Figure 1. Signal wires on met3 (run 1).
(6 px per um)
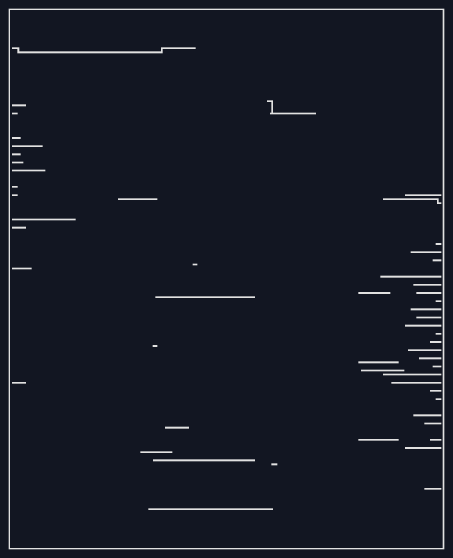
Figure 2. The clock network (run 1).
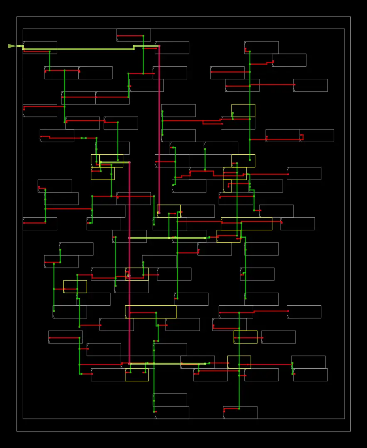
Figure 3. Clock distribution (run 1).
(6 px per um)
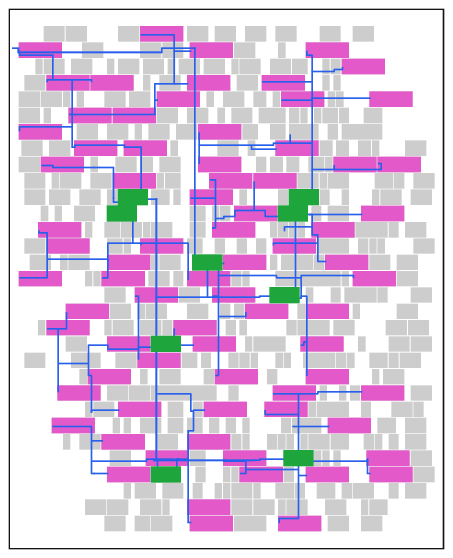
Figure 4. Wiring by layer (run 1).
(3 px per um)
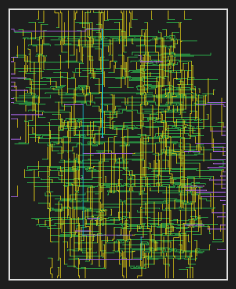
### config.mk
export PLATFORM = sky130hd
export DESIGN_NAME = spi_ram_arbiter
export DESIGN_NICKNAME = d
export VERILOG_FILES = /design/src/rtl/spi_ram_pkg.sv /design/src/rtl/rr_arbiter_2.sv /design/src/rtl/spi_ram_arbiter.sv
export SDC_FILE = /design/constraint.sdc
export NUM_CORES = 1
export LEC_CHECK = 0
export CAP_MARGIN = 10
export CORE_ASPECT_RATIO = 1.25
export CORE_UTILIZATION = 50
export CTS_CLUSTER_DIAMETER = 100
export DETAILED_ROUTE_END_ITERATION = 10
export PLACE_DENSITY_LB_ADDON = 0.25
export RECOVER_POWER = 100
export SETUP_SLACK_MARGIN = 0.5
export SYNTH_ARGS = -nofsm -noshare
export SYNTH_HDL_FRONTEND = slang
export SYNTH_SLANG_ARGS = --single-unit
### constraint.sdc
create_clock -name clk_i -period 3 [get_ports clk_i]
set_input_delay 0.75 -clock clk_i [delete_from_list [all_inputs] [get_ports clk_i]]
set_output_delay 0.75 -clock clk_i [all_outputs]
set_load 0.02 [all_outputs]
### src/rtl/spi_ram_pkg.sv
// Shared command codes, FSM state encoding and requester IDs for the SPI/host RAM arbiter.
package spi_ram_pkg;

    localparam logic [1:0] CMD_WR_ADDR = 2'b00;
    localparam logic [1:0] CMD_WR_DATA = 2'b01;
    localparam logic [1:0] CMD_RD_ADDR = 2'b10;
    localparam logic [1:0] CMD_RD_DATA = 2'b11;

    typedef enum logic [1:0] {
        StIdle   = 2'b00,
        StAccess = 2'b01,
        StRdWait = 2'b10,
        StResp   = 2'b11
    } state_e;

    // Bit positions in the request / grant vectors.
    localparam logic REQ_SPI  = 1'b0;
    localparam logic REQ_HOST = 1'b1;

endpackage

### src/rtl/rr_arbiter_2.sv
// Two-way round-robin arbiter: one-hot grant, pointer records the last side granted.
module rr_arbiter_2
    import spi_ram_pkg::*;
(
    input  logic       clk_i,
    input  logic       rst_i,
    input  logic [1:0] req_i,
    input  logic       update_i,
    output logic [1:0] gnt_o
);

    logic last_host_q;

    always_comb begin
        gnt_o = 2'b00;
        if (req_i == 2'b11) begin
            gnt_o = last_host_q ? 2'b01 : 2'b10;
        end else begin
            gnt_o = req_i;
        end
    end

    // Reset as if the host was served last so the SPI side wins the first contest.
    always_ff @(posedge clk_i) begin
        if (rst_i) begin
            last_host_q <= 1'b1;
        end else if (update_i && (|req_i)) begin
            last_host_q <= gnt_o[REQ_HOST];
        end
    end

endmodule

### src/rtl/spi_ram_arbiter.sv
// Shares a single-port RAM between decoded SPI commands and a host port.
// Optional feature: define SPI_RAM_AUTO_INC_EN to post-increment SPI addresses on 01/11.
module spi_ram_arbiter
    import spi_ram_pkg::*;
#(
    parameter int unsigned MemDepth = 256,
    parameter int unsigned AddrSize = $clog2(MemDepth)
) (
    input  logic                clk_i,
    input  logic                rst_i,
    input  logic [AddrSize+1:0] spi_rx_data_i,
    input  logic                spi_rx_valid_i,
    output logic [AddrSize-1:0] spi_tx_data_o,
    output logic                spi_tx_valid_o,
    output logic                spi_ovf_o,
    input  logic                host_req_i,
    input  logic                host_we_i,
    input  logic [AddrSize-1:0] host_addr_i,
    input  logic [AddrSize-1:0] host_wdata_i,
    output logic                host_gnt_o,
    output logic [AddrSize-1:0] host_rdata_o,
    output logic                host_rvalid_o,
    output logic                ram_en_o,
    output logic                ram_we_o,
    output logic [AddrSize-1:0] ram_addr_o,
    output logic [AddrSize-1:0] ram_wdata_o,
    input  logic [AddrSize-1:0] ram_rdata_i
);

    state_e              state_q;
    logic                winner_host_q;

    logic [AddrSize-1:0] wr_addr_q;
    logic [AddrSize-1:0] rd_addr_q;
    logic                pend_valid_q;
    logic                pend_we_q;
    logic [AddrSize-1:0] pend_addr_q;
    logic [AddrSize-1:0] pend_wdata_q;
    logic                spi_ovf_q;

    logic                ram_en_q;
    logic                ram_we_q;
    logic [AddrSize-1:0] ram_addr_q;
    logic [AddrSize-1:0] ram_wdata_q;
    logic                host_gnt_q;
    logic [AddrSize-1:0] host_rdata_q;
    logic                host_rvalid_q;
    logic [AddrSize-1:0] spi_tx_data_q;
    logic                spi_tx_valid_q;

    logic [1:0]          cmd;
    logic [AddrSize-1:0] payload;
    logic                ram_cmd;
    logic                pend_drop;
    logic [1:0]          arb_req;
    logic [1:0]          arb_gnt;
    logic                arb_update;
    logic                spi_take;

    assign cmd     = spi_rx_data_i[AddrSize+1:AddrSize];
    assign payload = spi_rx_data_i[AddrSize-1:0];

    // cmd[0] set means 01/11: a word that needs the pending slot.
    assign ram_cmd    = spi_rx_valid_i & cmd[0];
    assign pend_drop  = ram_cmd & pend_valid_q;
    assign arb_req    = {host_req_i, pend_valid_q};
    assign arb_update = (state_q == StIdle);
    assign spi_take   = arb_update & arb_gnt[REQ_SPI];

    rr_arbiter_2 u_arb (
        .clk_i    (clk_i),
        .rst_i    (rst_i),
        .req_i    (arb_req),
        .update_i (arb_update),
        .gnt_o    (arb_gnt)
    );

    // The slot empties on the grant edge, so it is already free during ACCESS.
    always_ff @(posedge clk_i) begin
        if (rst_i) begin
            wr_addr_q    <= '0;
            rd_addr_q    <= '0;
            pend_valid_q <= 1'b0;
            pend_we_q    <= 1'b0;
            pend_addr_q  <= '0;
            pend_wdata_q <= '0;
            spi_ovf_q    <= 1'b0;
        end else begin
            if (spi_take) begin
                pend_valid_q <= 1'b0;
            end
            if (pend_drop) begin
                spi_ovf_q <= 1'b1;
            end
            if (spi_rx_valid_i) begin
                unique case (cmd)
                    CMD_WR_ADDR: wr_addr_q <= payload;
                    CMD_RD_ADDR: rd_addr_q <= payload;
                    CMD_WR_DATA: begin
                        if (!pend_valid_q) begin
                            pend_valid_q <= 1'b1;
                            pend_we_q    <= 1'b1;
                            pend_addr_q  <= wr_addr_q;
                            pend_wdata_q <= payload;
`ifdef SPI_RAM_AUTO_INC_EN
                            wr_addr_q    <= wr_addr_q + AddrSize'(1);
`endif
                        end
                    end
                    CMD_RD_DATA: begin
                        if (!pend_valid_q) begin
                            pend_valid_q <= 1'b1;
                            pend_we_q    <= 1'b0;
                            pend_addr_q  <= rd_addr_q;
                            pend_wdata_q <= '0;
`ifdef SPI_RAM_AUTO_INC_EN
                            rd_addr_q    <= rd_addr_q + AddrSize'(1);
`endif
                        end
                    end
                    default: ;
                endcase
            end
        end
    end

    always_ff @(posedge clk_i) begin
        if (rst_i) begin
            state_q        <= StIdle;
            winner_host_q  <= 1'b0;
            ram_en_q       <= 1'b0;
            ram_we_q       <= 1'b0;
            ram_addr_q     <= '0;
            ram_wdata_q    <= '0;
            host_gnt_q     <= 1'b0;
            host_rdata_q   <= '0;
            host_rvalid_q  <= 1'b0;
            spi_tx_data_q  <= '0;
            spi_tx_valid_q <= 1'b0;
        end else begin
            unique case (state_q)
                StIdle: begin
                    if (|arb_gnt) begin
                        state_q       <= StAccess;
                        ram_en_q      <= 1'b1;
                        winner_host_q <= arb_gnt[REQ_HOST];
                        if (arb_gnt[REQ_HOST]) begin
                            ram_we_q    <= host_we_i;
                            ram_addr_q  <= host_addr_i;
                            ram_wdata_q <= host_wdata_i;
                            host_gnt_q  <= 1'b1;
                        end else begin
                            ram_we_q    <= pend_we_q;
                            ram_addr_q  <= pend_addr_q;
                            ram_wdata_q <= pend_wdata_q;
                        end
                    end
                end
                StAccess: begin
                    ram_en_q   <= 1'b0;
                    ram_we_q   <= 1'b0;
                    host_gnt_q <= 1'b0;
                    state_q    <= ram_we_q ? StIdle : StRdWait;
                end
                StRdWait: begin
                    if (winner_host_q) begin
                        host_rdata_q  <= ram_rdata_i;
                        host_rvalid_q <= 1'b1;
                    end else begin
                        spi_tx_data_q  <= ram_rdata_i;
                        spi_tx_valid_q <= 1'b1;
                    end
                    state_q <= StResp;
                end
                StResp: begin
                    host_rvalid_q  <= 1'b0;
                    spi_tx_valid_q <= 1'b0;
                    state_q        <= StIdle;
                end
                default: state_q <= StIdle;
            endcase
        end
    end

    assign spi_tx_data_o  = spi_tx_data_q;
    assign spi_tx_valid_o = spi_tx_valid_q;
    assign spi_ovf_o      = spi_ovf_q;
    assign host_gnt_o     = host_gnt_q;
    assign host_rdata_o   = host_rdata_q;
    assign host_rvalid_o  = host_rvalid_q;
    assign ram_en_o       = ram_en_q;
    assign ram_we_o       = ram_we_q;
    assign ram_addr_o     = ram_addr_q;
    assign ram_wdata_o    = ram_wdata_q;

endmodule

==> impl_metrics.json, run 1 <==
{
  "slew_violations": 0,
  "die_w_um": 72.1,
  "reg2reg_depth": 4,
  "min_from": "pend_wdata_q[4]",
  "combAreaFraction_pct": 34.8,
  "holdCritPathClass": "reg -> reg",
  "core_um2": 5860,
  "ys_cells": 326,
  "clk_share_pct": 5.80,
  "diodes": 0,
  "pwr-share-comb_pct": 16.6,
  "seqPwrFrac_pct": 46.3,
  "dp_slack_ns": 0.637,
  "cts_buffers": 9,
  "antenna_left": 0,
  "clock_sinks": 76,
  "top_power_group": "registers",
  "slew_headroom_pct": 9.33,
  "post-cts-setup-buffers": 0,
  "rows": 31,
  "cp-start-kind": "input pin",
  "placed_cells": 462,
  "drcViolationCount": 0,
  "ios": 77,
  "switching_share_pct": 25.5,
  "tool_warnings": 26,
  "min_path_cells": 2,
  "leakagePower_nw": 1.70,
  "logic_area_um2": 1410,
  "instances_no_fill": 478,
  "yosysMostFrequentCell": "dfxtp_1",
  "fp-utilization_pct": 52.5,
  "endpoint": "pend_wdata_q[6]",
  "rsz0062_at_grt": "no",
  "vias_per_cell": 5.29,
  "reg2reg_to": "ram_addr_o[5]",
  "hold_viol": 0,
  "cts.repair.resized": 0,
  "yosys-stat-area_um2": 3070,
  "yosysTopAreaCell": "dfxtp_1",
  "tap_cells": 82,
  "p_per_area_nw_per_um2": 592,
  "die_h_um": 89.7,
  "syn_area_um2": 3070,
  "ys.flop_type": "dfxtp_1",
  "synth.distinct_cells": 32,
  "synth.cells.most_frequent": "dfxtp_1, nand2_1, nor2_1",
  "finalCritPeriodShare_pct": 79.7,
  "drt_iter0_markers": 125,
  "dp_hpwl_mm": 4.66,
  "synth-edff-count": 0,
  "place_congestion": 0.760,
  "inverters": 2,
  "synth_area_per_cell_um2": 9.43,
  "seq_area_um2": 1520,
  "critPathArrivalTime_ns": 2.61,
  "most-common-layout-cells": "dfxtp_1, nand2_1, nor2_1",
  "stdcell_area_um2": 4060,
  "nFillCells": 477,
  "path_max_fanout": 26,
  "drive_gt1_share_pct": 8.08,
  "top_area_share_pct": 49.5,
  "syn2layout_area_growth_pct": 32.0,
  "h-tree-depth": 3,
  "grt_pass1_vias": 2318,
  "fin_nets": 430,
  "flop-count": 76,
  "wl_per_cell_um": 14.5,
  "path_class": "in -> reg",
  "seq_area_share_pct": 37.5,
  "min_to": "pend_wdata_q[4]",
  "syn_nets": 365,
  "logic_gate_count": 221,
  "r2r_setup_slack_ns": 1.02,
  "antenna_found_initial": 0,
  "topCellsByArea": "dfxtp_1, mux2i_1, a21oi_1",
  "cts_tree": "yes",
  "buffers": 81,
  "maxCapViolations": 0,
  "bufAreaShareNonClock_pct": 19.2,
  "root_buffer": "clkbuf_8",
  "dpl_cell_area_um2": 3840,
  "die_area_um2": 6470,
  "r2r_start": "pend_valid_q",
  "grt_max_degree": 64,
  "max_freq_mhz": 418,
  "grt_pass1_wl_mm": 11.2,
  "status": "complete, no violations",
  "comb_power_mw": 0.399
}
Notes on Figure 1 above:
longest straight run = 23.9 um
main direction = horizontal
nets with wire on the layer = 47
wire length on this layer = 276 um
share of all routed wire = 4.0%
Total Routed Length: 6.92 mm
GRT met3 Usage: 4.46%
vias: 2531

Notes on Figure 2 above:
Clock group: 0.892 mW
# clk buffers: 12
skew final: 0.00963 ns
clk latency late pin: 0.33 ns

Notes on Figure 3 above:
blue -> clock wires  # length 839 um
green -> cells driving clock nets  # count 9
magenta -> flip-flops  # count 76
flops lie = widely spread
routed clock nets = 10

Notes on Figure 4 above:
purple -> met3  # wire length 276 um
cyan -> met4  # wire length 87.0 um
green -> met1  # wire length 3380 um
yellow -> met2  # wire length 3180 um

[run 1: worst max-delay path, stage by stage]
cell             delay, ns
clkdlybuf4s50_1       0.58
and3b_1               0.18
clkbuf_1              0.69
nand3b_1              0.18
a21oi_1               0.23
[run 1: routing by layer]
layer / vias to the layer above / routed length [um] / global-route usage [%]
met5: - / 0 / 0
met4: 0 / 87 / 8.20
met3: 8 / 275 / 4.46
met2: 65 / 3180 / 33.8
met1: 1199 / 3380 / 30.6
li1: 1259 / - / -
[run 1: cell families after synthesis]
| family | count (synthesis) | share of synthesized area (%) |
|---|---|---|
| DFF | 76 | 49.5 |
| buffers and inverters | 29 | 4.72 |
| muxes | 41 | 13.3 |
| and+or+nand+nor | 109 | 15.8 |
| AOI/OAI and AO/OA | 71 | 16.7 |
==> run 1 -> run 2 <==
Settings changed: CORE_UTILIZATION 50 to 44.
Clock period 3 ns to 2 ns, I/O delays scaled along.
Figure 5. Gate families picked out (run 2).
(3 px per um)
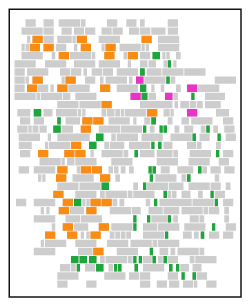
green -> NAND gates  # cells 59
magenta -> AND-OR and OR-AND gates  # cells 5
orange -> multiplexers  # cells 41
Comb area share: 33.5%
Top cell excl fill/tap: dfxtp_1
Post-Layout Cell Count: 489

Figure 6. The clock network (run 2).
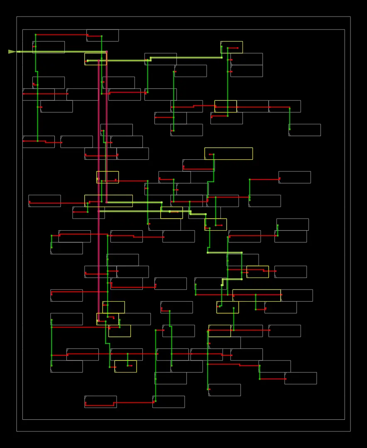
clock sinks: 76
# clk buffers: 13
skew final: 0.00605 ns
layout sequential cell count: 76

==> impl_metrics.json, run 2 <==
{
  "status": "complete, no violations",
  "leakagePower_nw": 1.66,
  "drcViolationCount": 0,
  "antenna_left": 0,
  "dr_wl_met3_um": 305,
  "wl_met1_mm": 3.40,
  "holdCritPathClass": "reg -> reg",
  "syn_nets": 365,
  "most-common-layout-cells": "dfxtp_1, nand2_1, nor2_1",
  "finalCritPeriodShare_pct": 84.0,
  "cts_buffers": 9,
  "slew_violations": 0,
  "root_buffer": "clkbuf_8",
  "die_area_um2": 7330,
  "pwr-share-comb_pct": 15.7,
  "routed_wl_mm": 7.05,
  "die_h_um": 95.5,
  "top_power_group": "registers",
  "min_from": "pend_wdata_q[2]",
  "core_um2": 6650,
  "ys_cells": 326,
  "drt_iter0_markers": 146,
  "die_w_um": 76.8,
  "synth-edff-count": 0,
  "clock_latency_ns": 0.34,
  "grt_pass1_wl_mm": 11.4,
  "dp_hpwl_mm": 4.65,
  "switching_share_pct": 24.5,
  "ys.flop_type": "dfxtp_1",
  "vias": 2524,
  "maxCapViolations": 0,
  "r2r_start": "pend_valid_q",
  "critPathArrivalTime_ns": 1.91,
  "path_class": "in -> reg",
  "diodes": 0,
  "met1_usage_pct": 26.5
}
-- run 2: cell counts after synthesis --
Identical to the previous run, type by type.
-- run 2: layout make-up --
cell class                 instances  area share [%]
clock buffer                      13            4.35
clock inverter                     3            2.19
inverter                           2           0.183
multi-input combinational        221            33.5
sequential                        76            37.0
tap                               87            2.65
timing repair buffer              87            20.1
-- run 2: critical path, cell delays in order --
cell and delay [ns]:
clkdlybuf4s50_1 0.47, nand3b_1 0.12, clkbuf_1 0.50, mux2i_1 0.26, nor2_1 0.05
-- run 2: cells by family after synthesis --
group                  count (synthesis)  share of synthesized area [%]
multiplexers                          41                           13.3
buffers and inverters                 29                           4.72
flip-flops                            76                           49.5
AND/OR/NAND/NOR                      109                           15.8
AND-OR/OR-AND                         71                           16.7
==> run 2 -> run 3 <==
Clock period 2 ns to 1.45 ns, I/O delays scaled along.
Figure 7. Signal wires on met3 (run 3).
(4 px per um)
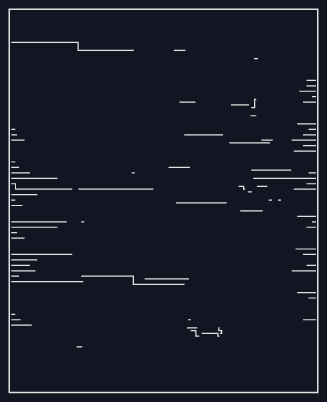
main direction = horizontal
longest straight run = 18.4 um
nets with wire on the layer = 68
share of all routed wire = 4.9%

Figure 8. Gate families picked out (run 3).
(3 px per um)
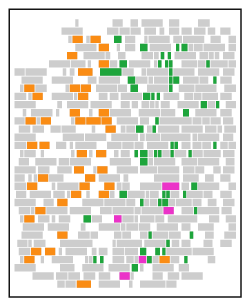
orange -> multiplexers  # cells 41
magenta -> AND-OR and OR-AND gates  # cells 5, where bottom middle
green -> NAND gates  # cells 59

==> impl_metrics.json, run 3 <==
{
  "status": "complete, no violations",
  "dp_slack_ns": -0.293,
  "rsz0062_at_grt": "yes",
  "drcViolationCount": 0,
  "min_from": "spi_rx_data_i[8]",
  "topCellsByArea": "dfxtp_1, mux2i_1, a21oi_1",
  "holdCritPathClass": "in -> reg",
  "synthSimpleGateAreaFrac_pct": 15.8,
  "h-tree-depth": 3,
  "yosysMostFrequentCell": "dfxtp_1",
  "instances_no_fill": 530,
  "synth-edff-count": 0,
  "root_buffer": "clkbuf_8",
  "min_path_cells": 3,
  "r2r_start": "pend_valid_q",
  "yosysTopAreaCell": "dfxtp_1",
  "p_per_area_nw_per_um2": 1110,
  "yosys.area_share.aoi_pct": 16.7,
  "pwr-share-comb_pct": 23.6,
  "diodes": 0,
  "ys_cells": 326,
  "min_to": "spi_ovf_o",
  "placed_cells": 481,
  "mux_share_pct": 13.3,
  "r2r_setup_slack_ns": 0.16,
  "path_class": "reg -> reg",
  "stdcell_area_um2": 4820,
  "dp_hpwl_mm": 4.90,
  "grt_pass1_vias": 2720,
  "fp-utilization_pct": 46.2,
  "drive_gt1_share_pct": 37.0,
  "fin_nets": 477,
  "synth.cells.most_frequent": "dfxtp_1, nand2_1, nor2_1",
  "pg_clk_mw": 1.76,
  "rows": 33,
  "die_h_um": 95.5,
  "finalClockSkew_ns": 0.0180,
  "dpl_cell_area_um2": 4070,
  "syn_area_um2": 3070,
  "syn2layout_area_growth_pct": 56.8,
  "clock_sinks": 76,
  "switching_share_pct": 26.9,
  "antenna_left": 0,
  "synth.distinct_cells": 32,
  "place_congestion": 0.752,
  "yosys-stat-area_um2": 3070,
  "slew_violations": 0,
  "die_w_um": 76.8,
  "comb_power_mw": 1.26,
  "adder_share_pct": 0,
  "reg2reg_depth": 3,
  "path_max_fanout": 8,
  "core_um2": 6650,
  "ios": 77
}
-- run 3: per-layer routing --
metal | vias up | track usage (%) | share of wire [%]
met2 | 95 | 40.6 | 53
met5 | - | 0 | 0
li1 | 1364 | - | -
met1 | 1335 | 25.8 | 40
met3 | 19 | 5.26 | 4.9
met4 | 0 | 11.2 | 2.2
-- run 3: cell type report --
cell class              instances  area (um^2)
multi-input cells             223         1620
well taps                      87          109
repair buffers                126         1340
fillers                       483         1830
flip-flops and latches         76         1540
clock inverters                 5         75.1
inverters                       2         7.51
clock buffers                  11          141
-- run 3: critical path: stages, from the launching register on --
cell	delay, ns
dfxtp_4	0.38
or2_4	0.29
and2_2	0.27
a311oi_1	0.26
Power figures rest on the tool's default switching activity, not on a simulated workload.
